### src/rtl/spi_frame_pkg.sv
// Shared types and constants for the SPI frame sequencer.
//   state_e     : frame sequencer states
//   BYTE_W      : width of one SPI byte
//   delay_load  : converts a cycle count into a down-counter load value
package spi_frame_pkg;

  localparam int unsigned BYTE_W        = 8;
  localparam int unsigned MAX_NUM_BYTES = 16;

  typedef enum logic [2:0] {
    IDLE    = 3'd0,
    SETUP   = 3'd1,
    REQ     = 3'd2,
    WAIT    = 3'd3,
    CAPTURE = 3'd4,
    GAP     = 3'd5,
    DONE    = 3'd6
  } state_e;

  // A delay of N cycles occupies max(N,1) cycles; the counter runs from N-1 to 0.
  function automatic logic [BYTE_W-1:0] delay_load(input int unsigned cycles);
    return (cycles == 0) ? '0 : BYTE_W'(cycles - 1);
  endfunction

endpackage

### src/rtl/spi_frame_delay.sv
// Loadable 8-bit down-counter with zero flag, shared by CS setup and byte gap.
//   clk, rst_n  : clock, async active-low reset
//   i_load      : load i_load_val (has priority over i_dec)
//   i_load_val  : value to load
//   i_dec       : decrement while non-zero
//   o_zero_c    : counter is zero (combinational)
module spi_frame_delay
  import spi_frame_pkg::*;
(
  input  logic              clk,
  input  logic              rst_n,
  input  logic              i_load,
  input  logic [BYTE_W-1:0] i_load_val,
  input  logic              i_dec,
  output logic              o_zero_c
);

  logic [BYTE_W-1:0] r_cnt;

  always_ff @(posedge clk or negedge rst_n) begin : p_cnt
    if (!rst_n) begin
      r_cnt <= '0;
    end else if (i_load) begin
      r_cnt <= i_load_val;
    end else if (i_dec && (r_cnt != '0)) begin
      r_cnt <= r_cnt - BYTE_W'(1);
    end
  end

  assign o_zero_c = (r_cnt == '0);

endmodule

### src/rtl/spi_frame_ctrl.sv
// Multi-byte SPI frame sequencer in front of a single-byte mode-0 shifter.
// Owns CS framing, per-byte get_byte/shifter_busy handshake, CS setup and
// inter-byte gap delays, and assembles an N-byte receive frame.
// Optional macro SPI_FRAME_TIMEOUT_EN enables a REQ/WAIT watchdog.
//   clk, rst_n    : clock, async active-low reset
//   start         : one-cycle request, honoured only in IDLE
//   tx_frame      : bytes to send, MSB byte first, latched on accepted start
//   busy, done    : transaction in progress / one-cycle completion pulse
//   rx_frame      : last complete received frame, first byte in MSB
//   cs_n          : SPI chip select, active low
//   get_byte      : request to shifter, data_send valid while high
//   shifter_busy  : shifter transfer in progress
//   data_rx       : received byte, valid when shifter_busy falls
//   timeout_err   : sticky watchdog flag (0 when the watchdog is not built)
module spi_frame_ctrl
  import spi_frame_pkg::*;
#(
  parameter int unsigned NUM_BYTES      = 5,
  parameter int unsigned CS_SETUP       = 2,
  parameter int unsigned BYTE_GAP       = 0,
  parameter int unsigned TIMEOUT_CYCLES = 1024
) (
  input  logic                        clk,
  input  logic                        rst_n,
  input  logic                        start,
  input  logic [BYTE_W*NUM_BYTES-1:0] tx_frame,
  output logic                        busy,
  output logic                        done,
  output logic [BYTE_W*NUM_BYTES-1:0] rx_frame,
  output logic                        cs_n,
  output logic                        get_byte,
  output logic [BYTE_W-1:0]           data_send,
  input  logic                        shifter_busy,
  input  logic [BYTE_W-1:0]           data_rx,
  output logic                        timeout_err
);

  localparam int unsigned FRAME_W = BYTE_W * NUM_BYTES;
  localparam int unsigned CNT_W   = $clog2(NUM_BYTES + 1);
  localparam logic [BYTE_W-1:0] SETUP_LD = delay_load(CS_SETUP);
  localparam logic [BYTE_W-1:0] GAP_LD   = delay_load(BYTE_GAP);

  // Elaboration-time guard on parameter ranges.
  if (NUM_BYTES < 1 || NUM_BYTES > MAX_NUM_BYTES || CS_SETUP > 255 ||
      BYTE_GAP > 255 || TIMEOUT_CYCLES < 1) begin : g_param_check
    $error("spi_frame_ctrl: parameter out of legal range");
  end

  state_e             r_state;
  state_e             w_state_next;
  logic [FRAME_W-1:0] r_tx;
  logic [FRAME_W-1:0] r_shift;
  logic [FRAME_W-1:0] w_shift_next;
  logic [FRAME_W-1:0] r_rx_frame;
  logic [CNT_W-1:0]   r_byte_cnt;
  logic [BYTE_W-1:0]  r_data_send;
  logic               r_cs_n;
  logic               r_busy;
  logic               r_done;
  logic               r_get_byte;
  logic               w_dly_load;
  logic [BYTE_W-1:0]  w_dly_val;
  logic               w_dly_dec;
  logic               w_dly_zero;

`ifdef SPI_FRAME_TIMEOUT_EN
  localparam int unsigned TO_W = $clog2(TIMEOUT_CYCLES + 1);
  logic [TO_W-1:0] r_to_cnt;
  logic            r_timeout_err;
  logic            w_timeout;
`endif

  spi_frame_delay u_delay (
    .clk        (clk),
    .rst_n      (rst_n),
    .i_load     (w_dly_load),
    .i_load_val (w_dly_val),
    .i_dec      (w_dly_dec),
    .o_zero_c   (w_dly_zero)
  );

  // Received byte appended at the LSB end; earlier bytes move toward the MSB.
  assign w_shift_next = (r_shift << BYTE_W) | FRAME_W'(data_rx);

  // State register.
  always_ff @(posedge clk or negedge rst_n) begin : p_state
    if (!rst_n) begin
      r_state <= IDLE;
    end else begin
      r_state <= w_state_next;
    end
  end

  // Next-state and delay-counter control.
  always_comb begin : p_next
    w_state_next = r_state;
    w_dly_load   = 1'b0;
    w_dly_val    = '0;
    w_dly_dec    = 1'b0;
`ifdef SPI_FRAME_TIMEOUT_EN
    w_timeout    = 1'b0;
`endif
    case (r_state)
      IDLE: begin
        if (start) begin
          w_state_next = SETUP;
          w_dly_load   = 1'b1;
          w_dly_val    = SETUP_LD;
        end
      end
      SETUP, GAP: begin
        if (w_dly_zero) begin
          w_state_next = REQ;
        end else begin
          w_dly_dec = 1'b1;
        end
      end
      REQ: begin
        if (shifter_busy) begin
          w_state_next = WAIT;
        end
      end
      WAIT: begin
        if (!shifter_busy) begin
          w_state_next = CAPTURE;
        end
      end
      CAPTURE: begin
        if (r_byte_cnt == CNT_W'(NUM_BYTES)) begin
          w_state_next = DONE;
        end else begin
          w_state_next = GAP;
          w_dly_load   = 1'b1;
          w_dly_val    = GAP_LD;
        end
      end
      DONE:    w_state_next = IDLE;
      default: w_state_next = IDLE;
    endcase
`ifdef SPI_FRAME_TIMEOUT_EN
    // Watchdog overrides any handshake progress in the same cycle.
    if ((r_state == REQ || r_state == WAIT) &&
        (r_to_cnt == TO_W'(TIMEOUT_CYCLES - 1))) begin
      w_timeout    = 1'b1;
      w_state_next = IDLE;
    end
`endif
  end

  // Datapath and registered outputs, all derived from the next state.
  always_ff @(posedge clk or negedge rst_n) begin : p_data
    if (!rst_n) begin
      r_tx        <= '0;
      r_shift     <= '0;
      r_rx_frame  <= '0;
      r_byte_cnt  <= '0;
      r_data_send <= '0;
      r_cs_n      <= 1'b1;
      r_busy      <= 1'b0;
      r_done      <= 1'b0;
      r_get_byte  <= 1'b0;
    end else begin
      r_cs_n     <= !(w_state_next inside {SETUP, REQ, WAIT, CAPTURE, GAP});
      r_busy     <= (w_state_next != IDLE);
      r_done     <= (w_state_next == DONE);
      r_get_byte <= (w_state_next == REQ);
      if (r_state == IDLE && start) begin
        r_tx       <= tx_frame;
        r_shift    <= '0;
        r_byte_cnt <= '0;
      end
      if (w_state_next == REQ && r_state != REQ) begin
        r_data_send <= r_tx[FRAME_W-1 -: BYTE_W];
      end
      if (r_state == REQ && w_state_next == WAIT) begin
        r_tx       <= r_tx << BYTE_W;
        r_byte_cnt <= r_byte_cnt + CNT_W'(1);
      end
      if (r_state == CAPTURE) begin
        r_shift <= w_shift_next;
      end
      if (w_state_next == DONE) begin
        r_rx_frame <= w_shift_next;
      end
    end
  end

`ifdef SPI_FRAME_TIMEOUT_EN
  // Watchdog counter restarts on every state entry; error is sticky until next start.
  always_ff @(posedge clk or negedge rst_n) begin : p_timeout
    if (!rst_n) begin
      r_to_cnt      <= '0;
      r_timeout_err <= 1'b0;
    end else begin
      if ((w_state_next != r_state) || !(r_state inside {REQ, WAIT})) begin
        r_to_cnt <= '0;
      end else begin
        r_to_cnt <= r_to_cnt + TO_W'(1);
      end
      if (r_state == IDLE && start) begin
        r_timeout_err <= 1'b0;
      end else if (w_timeout) begin
        r_timeout_err <= 1'b1;
      end
    end
  end

  assign timeout_err = r_timeout_err;
`else
  assign timeout_err = 1'b0;
`endif

  assign cs_n      = r_cs_n;
  assign busy      = r_busy;
  assign done      = r_done;
  assign get_byte  = r_get_byte;
  assign data_send = r_data_send;
  assign rx_frame  = r_rx_frame;

endmodule

### config.mk
export PLATFORM = sky130hd
export DESIGN_NAME = spi_frame_ctrl
export DESIGN_NICKNAME = d
export VERILOG_FILES = /design/src/rtl/spi_frame_pkg.sv /design/src/rtl/spi_frame_delay.sv /design/src/rtl/spi_frame_ctrl.sv
export SDC_FILE = /design/constraint.sdc
export NUM_CORES = 1
export LEC_CHECK = 0
export ABC_CLOCK_PERIOD_IN_PS = 5450
export CAP_MARGIN = 20
export CORE_MARGIN = 4
export CORE_UTILIZATION = 31
export CTS_BUF_LIST = sky130_fd_sc_hd__clkbuf_8
export DETAILED_ROUTE_END_ITERATION = 10
export SKIP_LAST_GASP = 1
export SLEW_MARGIN = 40
export SYNTH_ARGS = -nofsm -noshare
export SYNTH_HDL_FRONTEND = slang
export SYNTH_SLANG_ARGS = --single-unit
### constraint.sdc
create_clock -name clk -period 5.45 [get_ports clk]
set_input_delay 1.09 -clock clk [delete_from_list [all_inputs] [get_ports clk]]
set_output_delay 1.09 -clock clk [all_outputs]
set_load 0.02 [all_outputs]
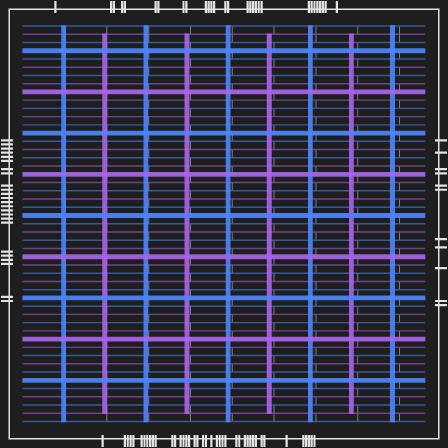
(images/power_grid.png)
Pins as bars on the die edge. Tap cells in gray.
legend:
  VDD:
    color: purple
  VSS:
    color: blue
rows: 48
met5 straps: 9
tap cells: 225

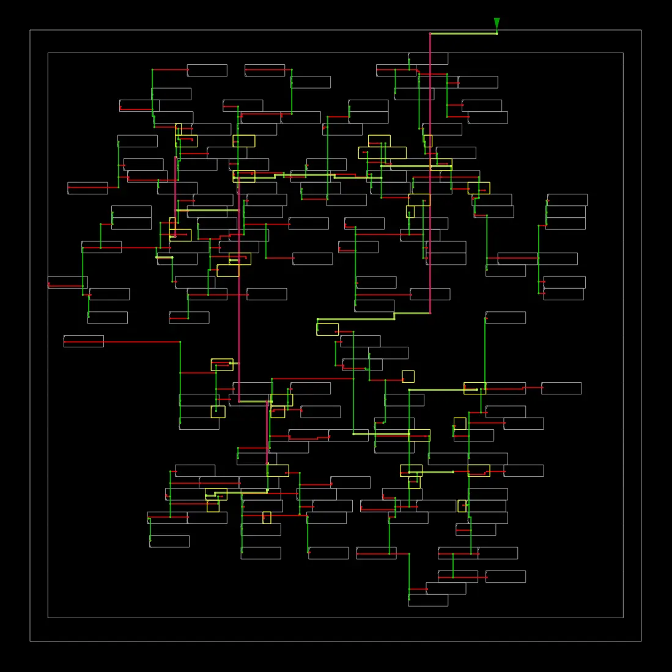
(images/clocks.png)
Clock group: 0.000764 W
final-layout clock buffer total: 19
number of sinks driven by the clock tree: 138
clock skew: 16.1 ps

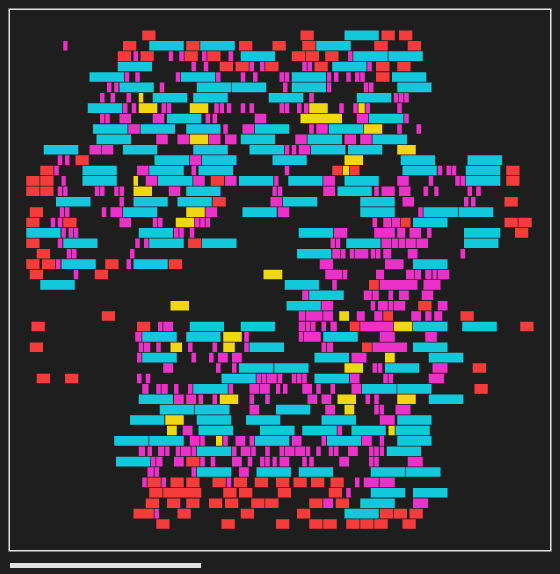
(images/placement_by_type.png)
Bar = 50 um.
legend:
  combinational and other logic:
    color: magenta
    cells: 357
  flops:
    color: cyan
    cells: 138
  other buffers and delay cells:
    color: red
    cells: 111
  clock drivers and dummy loads:
    color: yellow
    cells: 32

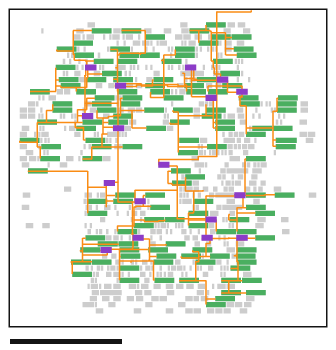
(images/clk_routes.png)
Bar = 50 um.
legend:
  clock drivers:
    color: purple
    count: 17
  clock wires:
    color: orange
    length: 1,650 um
  flip-flops:
    color: green
    count: 138
routed clock nets: 18

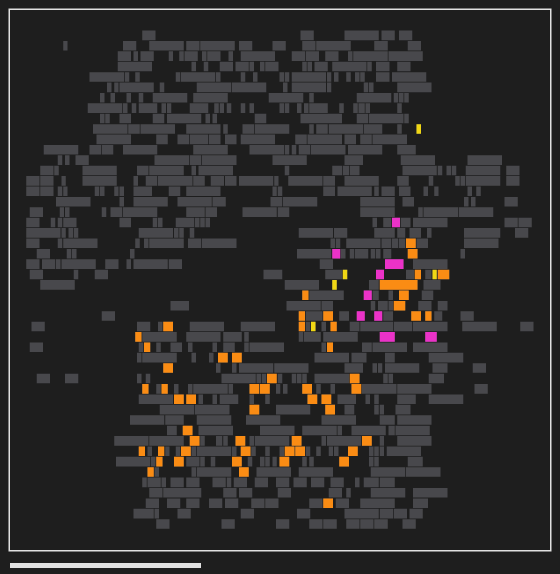
(images/logic_types.png)
Bar = 50 um.
legend:
  inverters:
    color: yellow
    cells: 5
  inverting AOI/OAI gates:
    color: orange
    cells: 55
  AND and OR gates:
    color: magenta
    cells: 9

[where the power goes]
part	internal (W)	leakage [nW]	switching [W]
sequential	0.00129	1.79	0.000215
clock	0.000379	0.186	0.000385
combinational	0.000388	1.46	0.000472
[worst reg2reg max path: cells and delay by family (launching register included)]
family / cells / cell delay (ps)
flops: 1 / 650
buf+inv: 3 / 960
simple gates: 4 / 540
[flip-flops by register name (all words and copies together) (netlist names)]
name	flops
busy	1
cs_n	1
data_send	8
done	1
get_byte	1
r_byte_cnt	3
r_shift	32
r_state	3
r_tx	40
rx_frame	40
u_delay.r_cnt	8
[metrics by stage]
stage / cells / worst slack [ps]
after CTS: 862 / 2770
final: 863 / 2810
after floorplan: 526 / 3320
after global routing: 863 / 2690
after global placement: 830 / 2000
after detailed placement: 830 / 2410
[final cells by class]
class	instances	area share, %
clock inverters	13	1.46
flip-flops and latches	138	48.1
inverters	5	0.261
multi-input cells	352	27.1
well taps	225	3.92
repair buffers	111	15.5
clock buffers	19	3.64
[cells in the final DEF, fill, tap and decap left out, drive strengths merged, types with 2 or more instances in the layout]
cell type / netlist / final
a211oi: 3 / 3
a21oi: 10 / 10
a22o: 32 / 32
a22oi: 33 / 33
buf: 4 / 9
clkbuf: 27 / 19
clkdlybuf4s50: 0 / 102
clkinv: 0 / 5
clkinvlp: 0 / 4
dfrtp: 137 / 137
ha: 3 / 3
inv: 5 / 8
mux2: 8 / 8
mux2i: 4 / 4
nand2: 210 / 210
nand2b: 2 / 2
nor2: 9 / 9
nor2b: 2 / 2
nor3: 3 / 3
nor3b: 2 / 2
nor4b: 2 / 2
o21ai: 6 / 6
or2: 2 / 2
or3: 2 / 2
xnor2: 4 / 4
[routing by layer]
layer,global-route usage [%],wire length (um)
met5,0,0
met4,5.25,222
met3,4.15,648
met2,21.1,6180
met1,18.0,5890
==> reports/results.tsv <==
stage	metric	value	unit
outcome	result of the run	finished clean	
clock_tree	clock tree from TritonCTS	done	
synth	cell types occupying the most area after synthesis	sky130_fd_sc_hd__dfrtp_1, sky130_fd_sc_hd__nand2_1, sky130_fd_sc_hd__a22o_1	
setup_path	Worst Path Buf+Inv	1	
synth	library cells used by synthesis	40	
clock_tree	cells resized by post-CTS repair	0	
sta	setup TNS	0	ps
final_layout	Antenna Diode Count	0	
setup_path	CP Class	flip-flop to output port	
die	floorplan die area	20000	um2
placement	tally of buffers added on design ports	103	
die	fraction of the core area occupied by cells at floorplan	31.7	%
synth	chip area in the Yosys report	5510	um2
synth	Seq share, synth	62.7	%
setup_path	cell chain of the critical path	clkdlybuf4s50_1	
global_routing	global route overflow	0	
synth	post-synthesis cell type with the largest combined area	sky130_fd_sc_hd__dfrtp_1	
synth	share of synthesized registers carrying an async set or reset	100	%
power	Max rail drop VDD	156	uV
synth	Mapped Nets	581	
sta	final critical-path share of the clock period	48.4	%
synth	most frequently used cell type in the post-synthesis netlist	sky130_fd_sc_hd__nand2_1	
setup_path	Worst setup startpoint	cs_n$_DFF_PN1_	
synth	commonest cells in the synthesized netlist	sky130_fd_sc_hd__nand2_1, sky130_fd_sc_hd__dfrtp_1, sky130_fd_sc_hd__a22oi_1	
synth	warning count from the yosys run	0	
route	initial detailed-routing violation count	253	
setup_path	startpoint kind of the worst setup timing path	flip-flop	
global_routing	aggregate global-route resource usage	13.6	%
clock_tree	TritonCTS Buffers	17	
global_routing	maximum number of pins on one net before global-route repair	102	
setup_path	kind of cell adding the most delay to the critical path	buffers and inverters	
final_layout	nets@finish	680	
sta	Highest Clock Rate	379	MHz
sta	RSZ-0062 raised after global routing	false	
setup_path	setup slack on the worst flop-to-flop path	3260	ps
setup_path	highest fanout seen on the critical path	1	
sta	worst relative slew slack	51.1	%
final_layout	tally of filler cells in the layout	1647	
power	total chip power	0.00313	W
clock_tree	clock tree root driver cell	sky130_fd_sc_hd__clkbuf_8	
setup_path	Largest stage delay, worst path	590	ps
final_layout	area delta synth->final	30.4	%
die	die span in y	141	um
synth	post-synthesis share of cell area spent on and, or, nand and nor gates	18.5	%
Power figures rest on the tool's default switching activity, not on a simulated workload.
